**src/rtl/fetch_stage_ctrl_pkg.sv**
```systemverilog
// Shared fetch-stage definitions: state encoding, NOP word, default widths,
// Rs/Rt field positions and the saturating stall-counter helper.
package fetch_stage_ctrl_pkg;

  localparam int unsigned AW_DEFAULT     = 16;
  localparam int unsigned IW_DEFAULT     = 16;
  localparam int unsigned RS_LSB_DEFAULT = 8;
  localparam int unsigned RT_LSB_DEFAULT = 4;

  // All-zero word doubles as the bubble/NOP encoding seen by the decoder.
  localparam logic [IW_DEFAULT-1:0] NOP_INSTR = 16'h0000;

  localparam logic [7:0] STALL_CNT_MAX = 8'hFF;

  typedef enum logic [0:0] {
    ST_FETCH = 1'b0,  // request outstanding, imem_addr = PC
    ST_HOLD  = 1'b1   // word captured during a stall, request dropped
  } fetch_state_e;

  // Saturating 8-bit increment used by the stall counter.
  function automatic logic [7:0] sat_inc8(input logic [7:0] value);
    logic [7:0] result;
    if (value == STALL_CNT_MAX) begin
      result = value;
    end else begin
      result = value + 8'd1;
    end
    return result;
  endfunction

endpackage

```
**src/rtl/fetch_stage_ctrl_ifid.sv**
```systemverilog
// IF/ID pipeline register: load captures a fetched word as valid, flush
// turns the slot into a bubble (flush wins if both are raised).
module ifid_pipe_reg
  import fetch_stage_ctrl_pkg::*;
#(
  parameter int unsigned AW = AW_DEFAULT,
  parameter int unsigned IW = IW_DEFAULT
) (
  input  logic          clk_i,
  input  logic          rst_ni,
  input  logic          load_i,
  input  logic          flush_i,
  input  logic [IW-1:0] instr_i,
  input  logic [AW-1:0] pc_i,
  output logic [IW-1:0] instr_o,
  output logic [AW-1:0] pc_o,
  output logic          valid_o
);

  logic [IW-1:0] instr_q;
  logic [AW-1:0] pc_q;
  logic          valid_q;

  // IF/ID slot update: flush clears only the valid bit, load captures a new word.
  always_ff @(posedge clk_i or negedge rst_ni) begin
    if (!rst_ni) begin
      instr_q <= IW'(NOP_INSTR);
      pc_q    <= '0;
      valid_q <= 1'b0;
    end else if (flush_i) begin
      valid_q <= 1'b0;
    end else if (load_i) begin
      instr_q <= instr_i;
      pc_q    <= pc_i;
      valid_q <= 1'b1;
    end
  end

  assign instr_o = instr_q;
  assign pc_o    = pc_q;
  assign valid_o = valid_q;

endmodule

```
**src/rtl/fetch_stage_ctrl.sv**
```systemverilog
// Fetch stage: owns the PC, the fetch request FSM, the one-word hold buffer
// used when a fetch completes during a stall, and the stall counter.
module fetch_stage_ctrl
  import fetch_stage_ctrl_pkg::*;
#(
  parameter int unsigned   AW       = AW_DEFAULT,
  parameter int unsigned   IW       = IW_DEFAULT,
  parameter int unsigned   PC_INC   = 1,
  parameter logic [AW-1:0] RESET_PC = '0,
  parameter int unsigned   RS_LSB   = RS_LSB_DEFAULT,
  parameter int unsigned   RT_LSB   = RT_LSB_DEFAULT
) (
  input  logic          clk,
  input  logic          rest,
  input  logic          FrezePC,
  input  logic          FrezeIFID,
  input  logic          Redirect,
  input  logic [AW-1:0] RedirectPC,
  output logic          imem_req,
  output logic [AW-1:0] imem_addr,
  input  logic          imem_ack,
  input  logic [IW-1:0] imem_data,
  output logic [IW-1:0] IFID_Instr,
  output logic [AW-1:0] IFID_PC,
  output logic          IFID_Valid,
  output logic [3:0]    IFID_Rs,
  output logic [3:0]    IFID_Rt,
  output logic [7:0]    StallCount
);

  fetch_state_e  state_q, state_d;
  logic [AW-1:0] pc_q, pc_d;
  logic [IW-1:0] hold_instr_q, hold_instr_d;
  logic [AW-1:0] hold_pc_q, hold_pc_d;
  logic [7:0]    stall_cnt_q;

  logic          stall_s;
  logic          ifid_load_s;
  logic          ifid_flush_s;
  logic [IW-1:0] ifid_instr_in_s;
  logic [AW-1:0] ifid_pc_in_s;
  logic [AW-1:0] pc_next_s;

  // Both hazard-unit freezes are treated as one stall condition.
  assign stall_s   = FrezePC | FrezeIFID;
  assign pc_next_s = pc_q + AW'(PC_INC);

  // State, PC, hold buffer and stall counter registers.
  always_ff @(posedge clk or negedge rest) begin
    if (!rest) begin
      state_q      <= ST_FETCH;
      pc_q         <= RESET_PC;
      hold_instr_q <= '0;
      hold_pc_q    <= '0;
      stall_cnt_q  <= 8'd0;
    end else begin
      state_q      <= state_d;
      pc_q         <= pc_d;
      hold_instr_q <= hold_instr_d;
      hold_pc_q    <= hold_pc_d;
      if (stall_s) begin
        stall_cnt_q <= sat_inc8(stall_cnt_q);
      end
    end
  end

  // Next-state and IF/ID control, in priority order: redirect, then FSM state.
  always_comb begin
    state_d         = state_q;
    pc_d            = pc_q;
    hold_instr_d    = hold_instr_q;
    hold_pc_d       = hold_pc_q;
    ifid_load_s     = 1'b0;
    ifid_flush_s    = 1'b0;
    ifid_instr_in_s = imem_data;
    ifid_pc_in_s    = pc_q;

    if (Redirect) begin
      // Flush wins over stall; any word arriving this cycle or held is dropped.
      pc_d         = RedirectPC;
      ifid_flush_s = 1'b1;
      state_d      = ST_FETCH;
    end else begin
      case (state_q)
        ST_FETCH: begin
          if (imem_ack && !stall_s) begin
            ifid_load_s = 1'b1;
            pc_d        = pc_next_s;
          end else if (imem_ack && stall_s) begin
            // Park the word so the request can drop until the stall clears.
            hold_instr_d = imem_data;
            hold_pc_d    = pc_q;
            state_d      = ST_HOLD;
          end else if (!stall_s) begin
            ifid_flush_s = 1'b1;  // memory still busy: feed a bubble
          end else begin
            state_d = ST_FETCH;
          end
        end
        ST_HOLD: begin
          if (!stall_s) begin
            ifid_load_s     = 1'b1;
            ifid_instr_in_s = hold_instr_q;
            ifid_pc_in_s    = hold_pc_q;
            pc_d            = pc_next_s;
            state_d         = ST_FETCH;
          end else begin
            state_d = ST_HOLD;
          end
        end
        default: begin
          state_d = ST_FETCH;
        end
      endcase
    end
  end

  ifid_pipe_reg #(
    .AW(AW),
    .IW(IW)
  ) u_ifid (
    .clk_i   (clk),
    .rst_ni  (rest),
    .load_i  (ifid_load_s),
    .flush_i (ifid_flush_s),
    .instr_i (ifid_instr_in_s),
    .pc_i    (ifid_pc_in_s),
    .instr_o (IFID_Instr),
    .pc_o    (IFID_PC),
    .valid_o (IFID_Valid)
  );

  // Request is gated by reset so memory never sees a fetch while held in reset.
  assign imem_req   = rest & (state_q == ST_FETCH);
  assign imem_addr  = pc_q;
  assign IFID_Rs    = IFID_Valid ? IFID_Instr[RS_LSB +: 4] : 4'h0;
  assign IFID_Rt    = IFID_Valid ? IFID_Instr[RT_LSB +: 4] : 4'h0;
  assign StallCount = stall_cnt_q;

endmodule

```
**config.mk**
```make
export PLATFORM = sky130hd
export DESIGN_NAME = fetch_stage_ctrl
export DESIGN_NICKNAME = d
export VERILOG_FILES = /design/src/rtl/fetch_stage_ctrl_pkg.sv /design/src/rtl/fetch_stage_ctrl_ifid.sv /design/src/rtl/fetch_stage_ctrl.sv
export SDC_FILE = /design/constraint.sdc
export NUM_CORES = 1
export LEC_CHECK = 0
export ABC_CLOCK_PERIOD_IN_PS = 5800
export CAP_MARGIN = 30
export CORE_MARGIN = 1.5
export CORE_UTILIZATION = 47
export DETAILED_ROUTE_END_ITERATION = 10
export PLACE_DENSITY = 0.75
export SETUP_SLACK_MARGIN = 0.5
export SKIP_CTS_REPAIR_TIMING = 1
export SYNTH_ARGS = -nofsm -noshare
export SYNTH_HDL_FRONTEND = slang
export SYNTH_HIERARCHICAL = 1
export SYNTH_SLANG_ARGS = --single-unit
```
**constraint.sdc**
```tcl
create_clock -name clk -period 5.8 [get_ports clk]
set_input_delay 1.16 -clock clk [delete_from_list [all_inputs] [get_ports clk]]
set_output_delay 1.16 -clock clk [all_outputs]
set_load 0.05 [all_outputs]
```
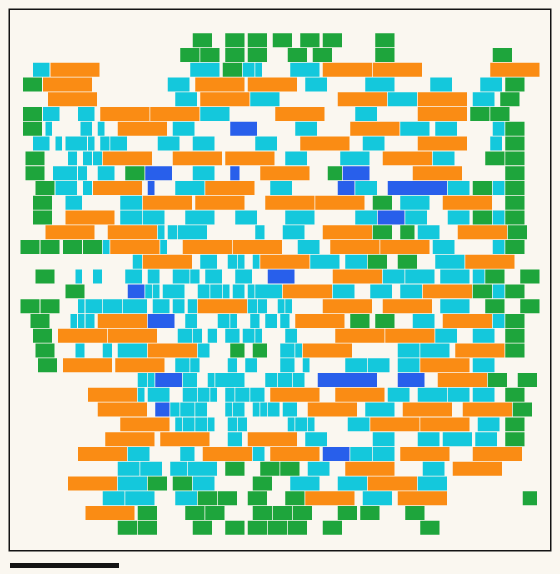
Fig. 1. Cells coloured by class (run 1).
The bar under the picture is 20 um long.
Key: cyan = remaining logic cells [cells 227]; blue = clock drivers and dummy loads [cells 16]; orange = registers [cells 90]; green = remaining buffers and delay cells [cells 107]
core area: 0.00885 mm^2
Finished Core Util: 0.638
std cell rows: 34
finished layout cell area: 0.00565 mm^2

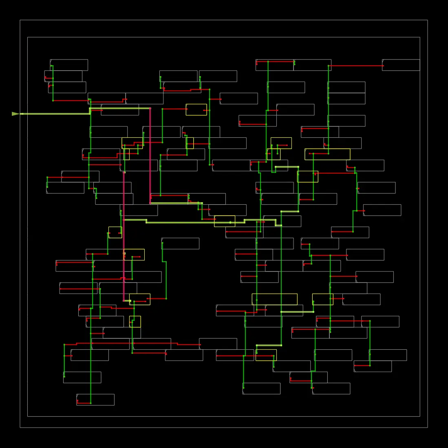
Fig. 2. Clock routing (run 1).
clk_skew: 8.54 ps
Seq Cell Count: 90
TritonCTS Buffers: 9
Clk power: 465 uW

==> flow_summary.yaml, run 1 <==
# generated from flow reports
run_status:
  status: "completed"
clock_network:
  htree_levels: 3
  cts_buffer_depth: 2
  tritoncts: "done"
  clk_latency_ps: 350
finish:
  largest_class: "sequential cells"
  inv_count: 3
  fin_cells: 548
  seq_share: 0.399
  syn_to_final_growth_pct: 29.3
  lay_top_cells: "clkdlybuf4s50_1 (102), dfrtp_1 (90), mux2_2 (65)"
  drive_gt1_frac: 0.275
  buffers_excl_clock: 107
  sh_comb_area: 0.349
  final_common_cell: "clkdlybuf4s50_1"
  clock_area_frac: 0.0386
  combGateArea_mm2: 0.00197
  n_antenna_cell: 0
  final_nets: 475
  regArea_mm2: 0.00225
logic_synthesis:
  synth_nets: 374
  top_logic_kind: "multiplexers"
  yosys-stat-cells: 334
  aoi_share: 0.0444
  yosys_most_used_dff: "dfrtp_1"
  synth_async_sr_flop_share: 1.00
  synth_area_mm2: 0.00437
  ys_sh_adder: 0.00573
  yosys.cell_types.count: 38
  synth_area_leader_cell: "dfrtp_1"
  xor_share: 0.0241
  top_cells_by_count: "dfrtp_1 (90), mux2_2 (65), mux2_4 (30)"
  avgSynthCellArea_um2: 13.1
  mux_share: 0.273
  yosys.area.top_type_share: 0.516
  topCellsByArea: "dfrtp_1 (52%), mux2_2 (17%), mux2_4 (10%)"
  ys_warn_count: 6
final_timing:
  tightest_slew_ps: 830
  timing.fmax_mhz: 259
  drv_slew: 0
  setup_viol: 0
  rsz0062_at_grt: "no"
  finalWorstSetupSlack_ps: 1930
  finalSetupTns_ps: 0
  finalCriticalPeriod_ps: 3870
  finalClockPeriodUsage: 0.667
global_routing:
  grt_usage: 0.201
  grt_pass1_vias: 3109
  grt_pass1_wl_um: 15600
  met2_usage: 0.313
  grt-ovfl-total: 0
  grt_util_met3: 0.0422
  grt_most_used_layer: "met2"
  grtUsageMet1: 0.270
  grt_max_degree: 53
  antenna_found_initial: 0
setup_path:
  endpoint: "u_ifid/pc_o[6]"
  start_kind: "input port"
  endpoint_kind: "flip-flop"
  r2r-end: "u_ifid/pc_o[6]"
  crit_start: "Redirect"
  crit_fanout: 21
  cp.arrival_ps: 4110
  ff2ff_setup_slack_ps: 3420
  reg2regPathDepth: 5
floorplanning:
  chipArea_mm2: 0.00988
  tap_cells: 108
  pin_count: 104
  fp_util: 0.493
placed_design:
  io_buffers: 103
  place_area_mm2: 0.00543
  dpl.cell_count: 532
  hpwl_um: 6510
  pre_cts_slack_ps: 1540
flow_run:
  warning_count: 26
power:
  powerDensity_mw_per_mm2: 397
  leakage_nw: 2.29
  power.total_mw: 2.24
hold_path:
  hold_path_end: "StallCount[7]"
  min_from: "StallCount[7]"
  hp-class: "flip-flop to flip-flop"
detailed_routing:
  drtAntennaViolNets: 0
  drc_errors: 0
  drt-pass1-iter-count: 4
  drt_iter0_drc: 111
  wl_um: 9390
  vias_per_cell: 5.54
  wl_per_cell_um: 17.1
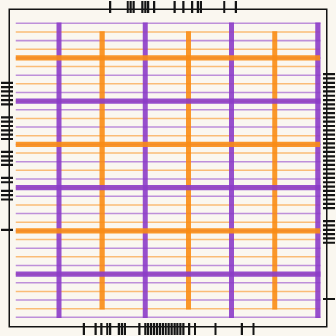
Fig. 3. Power grid (run 1).
Pins as bars on the die edge.
Key: purple = VSS; orange = VDD
35 met1 rails follow the rows. 104 signal pins sit on the boundary.
VDD IR max: 275 uV
chip width: 99.4 um
die y size: 99.4 um

==> run 1: power breakdown <==
part | leakage, nW | internal [mW] | switching (mW)
sequential | 1.08 | 0.779 | 0.121
clock | 0.107 | 0.244 | 0.221
combinational | 1.11 | 0.365 | 0.513
==> run 1: critical path, cell delays in order <==
cell             delay [ps]
clkdlybuf4s50_1         780
clkinv_1                450
o21ai_0                 270
nor2b_4                 690
buf_4                   420
mux2_4                  330
==> run 1: metal layers <==
layer,up-vias,routed length (um)
met5,-,0
met4,0,213
met3,18,469
met2,103,4380
met1,1512,4330
li1,1405,-
## Run 2: what changed since run 1
- ABC_CLOCK_PERIOD_IN_PS: 5800 -> 3800
- clock period: 5.8 -> 3.8 ns (I/O delays scaled with it)
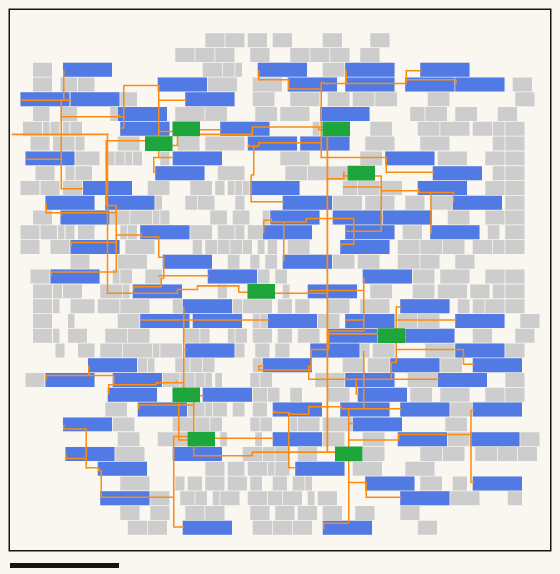
Fig. 4. Clock wires, drivers and flops (run 2).
The bar under the picture is 20 um long.
Key: orange = clock wires [length 1080 um]; blue = flip-flops [count 90]; green = clock-net drivers [count 9]
There are 10 routed clock nets. Position of the flops: all over the die.
clk_skew: 9.82 ps
Clock power frac: 0.177

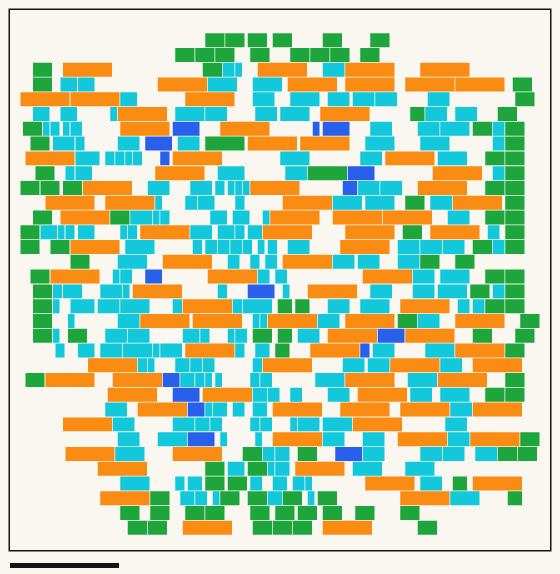
Fig. 5. Cells coloured by class (run 2).
The bar under the picture is 20 um long.
Key: orange = registers [cells 90]; blue = clock drivers and dummy loads [cells 16]; green = remaining buffers and delay cells [cells 111]; cyan = remaining logic cells [cells 227]
flop share of the area: 0.398
Finished Core Util: 0.639
finished layout cell area: 0.00565 mm^2

==> run 2 against run 1 <==
Against the previous run: area after synthesis is the same; global-route usage is 0.27 points higher; critical path depth is the same; power grew 47%; core utilization up 0.099 points; synthesized cell count is the same; combinational power is 53% higher; critical path type unchanged; clock power is 26% higher; first-iteration DRC count fell by 18%; setup slack worse by 790 ps; flip-flop count unchanged; non-clock buffer count grew 4.
==> flow_summary.yaml, run 2 <==
# generated from flow reports
logic_synthesis:
  synth_async_sr_flop_share: 1.00
  mux_share: 0.273
  synth_area_mm2: 0.00437
  ys_warn_count: 6
  yosys_most_used_dff: "dfrtp_1"
  synth_area_leader_cell: "dfrtp_1"
setup_path:
  cp_slowest_cell: "and3_2"
  crit_family: "simple AND/OR/NAND/NOR gates"
  crit_chain: "clkdlybuf4s50_1 > nor2_1 > and3_2 > buf_12 > mux2_2 > mux2_4"
  r2r-end: "u_ifid/instr_o[6]"
  cp.arrival_ps: 2910
  crit_start: "FrezeIFID"
  endpoint: "u_ifid/instr_o[13]"
floorplanning:
  chipArea_mm2: 0.00988
  die_h_um: 99.4
  num_rows: 34
global_routing:
  grt_pass1_vias: 3081
  grt_usage: 0.203
  grt_pass1_wl_um: 15600
  grt_util_met3: 0.0457
  grt_max_degree: 63
  antenna_found_initial: 0
flow_run:
  warning_count: 26
power:
  swShare: 0.398
  ir_worst_vdd_uv: 439
  pwr-share-seq: 0.417
  switching_power_mw: 1.32
  leakage_nw: 2.30
detailed_routing:
  met3_length_um: 480
  top_layer: "met4"
  vias_per_cell: 5.50
  wl_um: 9500
  met2_wirelength_um: 4510
  drc_errors: 0
  drt-met1-wl_um: 4320
  drt-pass1-iter-count: 4
final_timing:
  finalCriticalPeriod_ps: 2660
  drv_slew: 0
  finalSetupTns_ps: 0
  timing.fmax_mhz: 376
  rsz0062_at_grt: "no"
run_status:
  status: "completed"
placed_design:
  io_buffers: 103
  hpwl_um: 6700
finish:
  n_antenna_cell: 0
  lay_top_cells: "clkdlybuf4s50_1 (102), dfrtp_1 (90), mux2_2 (65)"
clock_network:
  htree_levels: 3
  cts_buffer_depth: 2
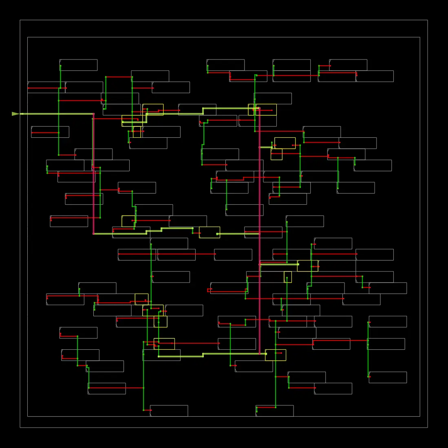
Fig. 6. Clock routing (run 2).
CLK BUF: 10
TritonCTS sink count: 90
Clk power: 584 uW
later-pin clock latency in the skew report: 360 ps

run 2: cell types whose count changed in the layout (fill, tap and decap cells not counted):
| cell | previous run | this run |
|---|---|---|
| clkinv_2 | 1 | 2 |
| inv_6 | 1 | 0 |
| clkinv_4 | 1 | 3 |
| buf_12 | 0 | 2 |
| bufinv_16 | 2 | 0 |
| buf_4 | 5 | 7 |
run 2: stage by stage:
step                setup slack (ps)  std cells  power [mW]  area [um^2]
finish                          1140        552        3.30         5650
global route                    1020        552        3.46         5650
CTS                             1140        552        3.34         5650
detailed placement               738        536        2.75         5480
global placement                 760        536        2.71         5480
floorplan                       1280        334        2.26         4370
run 2: area by class of cell:
class	instances	area (um^2)
timing repair buffer	111	1110
multi-input combinational	224	1970
inverter	3	11.3
fill	698	3190
clock buffer	10	128
clock inverter	6	43.8
tap	108	135
sequential	90	2250
## Run 3: what changed since run 2
- ABC_CLOCK_PERIOD_IN_PS: 3800 -> 2700
- clock period: 3.8 -> 2.7 ns (I/O delays scaled with it)
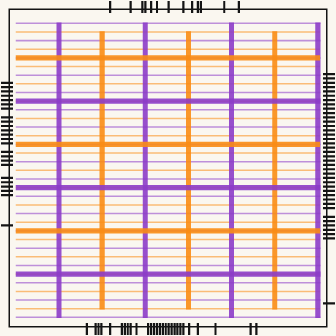
Fig. 7. Power grid (run 3).
Pins as bars on the die edge.
Key: orange = VDD; purple = VSS
35 met1 rails follow the rows. 104 signal pins sit on the boundary.
VDD IR max: 732 uV

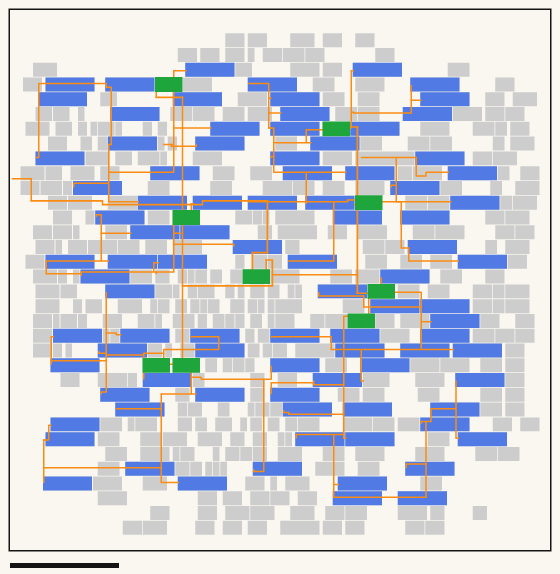
Fig. 8. Clock wires, drivers and flops (run 3).
The bar under the picture is 20 um long.
Key: orange = clock wires [length 1030 um]; green = clock-net drivers [count 9]; blue = flip-flops [count 90]
There are 10 routed clock nets. Position of the flops: all over the die.
Clk power: 910 uW
later-pin clock latency in the skew report: 350 ps
clk_skew: 10.7 ps

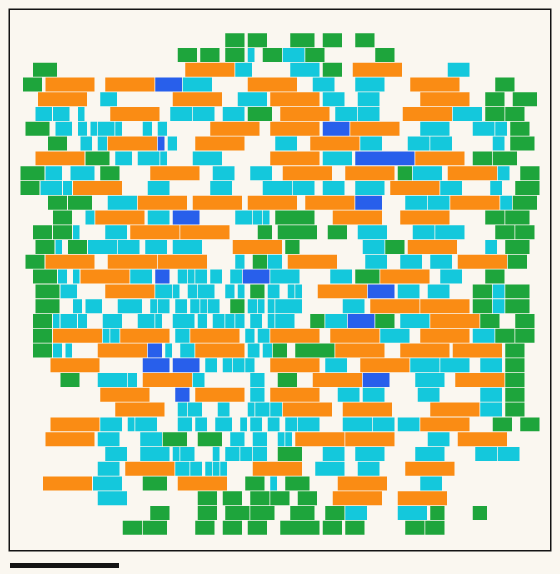
Fig. 9. Cells coloured by class (run 3).
The bar under the picture is 20 um long.
Key: blue = clock drivers and dummy loads [cells 15]; cyan = remaining logic cells [cells 227]; orange = registers [cells 90]; green = remaining buffers and delay cells [cells 115]
Finished Core Util: 0.657
finished layout cell area: 0.00581 mm^2

==> run 3 against run 2 <==
Against the previous run: clock skew rose by 0.88 ps; final cell count increased by 0.54%; synthesized cell count is the same; clock power rose by 56%; wire length rose by 2.8%; critical path depth unchanged; via count up 0.33%; largest power group unchanged.
==> flow_summary.yaml, run 3 <==
# generated from flow reports
global_routing:
  grt_most_used_layer: "met2"
  grt_pass1_wl_um: 15900
  grt_pass1_vias: 3075
  grt_max_degree: 54
  grt_util_met3: 0.0401
  grtUsageMet1: 0.273
setup_path:
  endpoint_kind: "flip-flop"
  cp.depth: 6
  crit_start: "imem_ack"
  crit_chain: "clkdlybuf4s50_1 > or2_2 > o21ai_0 > nor2b_4 > buf_4 > mux2_4"
  crit_fanout: 10
  crit_family: "buffers and inverters"
  reg2regPathDepth: 5
detailed_routing:
  drt_iter0_drc: 94
  vias_per_cell: 5.49
  drtAntennaViolNets: 0
  met3_length_um: 522
  wl_per_cell_um: 17.6
  drc_errors: 0
  met2_wirelength_um: 4710
logic_synthesis:
  xor_share: 0.0241
  aoi_share: 0.0444
  yosys-stat-cells: 334
  top_cells_by_count: "dfrtp_1 (90), mux2_2 (65), mux2_4 (30)"
  mux_share: 0.273
  avgSynthCellArea_um2: 13.1
  yosys.area.top_type_share: 0.516
  top_logic_kind: "multiplexers"
  synth_area_mm2: 0.00437
  synth_async_sr_flop_share: 1.00
  topCellsByArea: "dfrtp_1 (52%), mux2_2 (17%), mux2_4 (10%)"
finish:
  logic_gates: 224
  syn_to_final_growth_pct: 33.0
  flops: 90
  num-fill-cells: 677
  largest_class: "sequential cells"
  nonClkBufAreaFrac: 0.213
  inv_count: 3
  clkbuf_count: 11
  final_common_cell: "dfrtp_1"
  lay_top_cells: "dfrtp_1 (90), clkdlybuf4s50_1 (72), mux2_2 (65)"
  fin_cells: 555
  seq_share: 0.388
  sh_comb_area: 0.341
  regArea_mm2: 0.00225
run_status:
  status: "completed"
power:
  p_comb_mw: 1.90
  power.total_mw: 4.75
  swShare: 0.386
  p_clk_frac: 0.192
  switching_power_mw: 1.83
  powerDensity_mw_per_mm2: 817
clock_network:
  clock_sink_count: 90
  cts_buffer_depth: 2
  htree_levels: 3
  tritoncts: "done"
final_timing:
  finalWorstSetupSlack_ps: 551
  timing.fmax_mhz: 465
  finalCriticalPeriod_ps: 2150
  rsz0062_at_grt: "no"
  tightest_slew_ps: 667
  finalClockPeriodUsage: 0.796
  drv_slew: 0
floorplanning:
  tap_cells: 108
  chipArea_mm2: 0.00988
  fp_util: 0.493
  die_h_um: 99.4
  core_area_mm2: 0.00885
  die_width_um: 99.4
  num_rows: 34
hold_path:
  hp-class: "input port to asynchronous set/reset pin"
placed_design:
  pre_cts_slack_ps: 63.9
  dpl.cell_count: 540
==> run 3: cell counts after synthesis <==
No cell type changed its count.
==> run 3: path summary, 6_finish.rpt <==
path                                     endpoint  slack (ps)
worst max register to register  u_ifid/instr_o[3]         780
min in group clk                 hold_instr_q[12]         510
worst min register to register   hold_instr_q[12]         510
worst min-delay path            u_ifid/instr_o[1]         250
max in group asynchronous            hold_pc_q[7]        1380
worst max-delay path            u_ifid/instr_o[3]         550
==> run 3: worst reg2reg max path, delay by kind of cell (launching register included) <==
kind,cells,cell delay [ps]
buf+inv,1,220
mux,1,310
compound gates,1,390
simple gates,2,460
flops,1,440
Power and IR drop assume default switching activity.
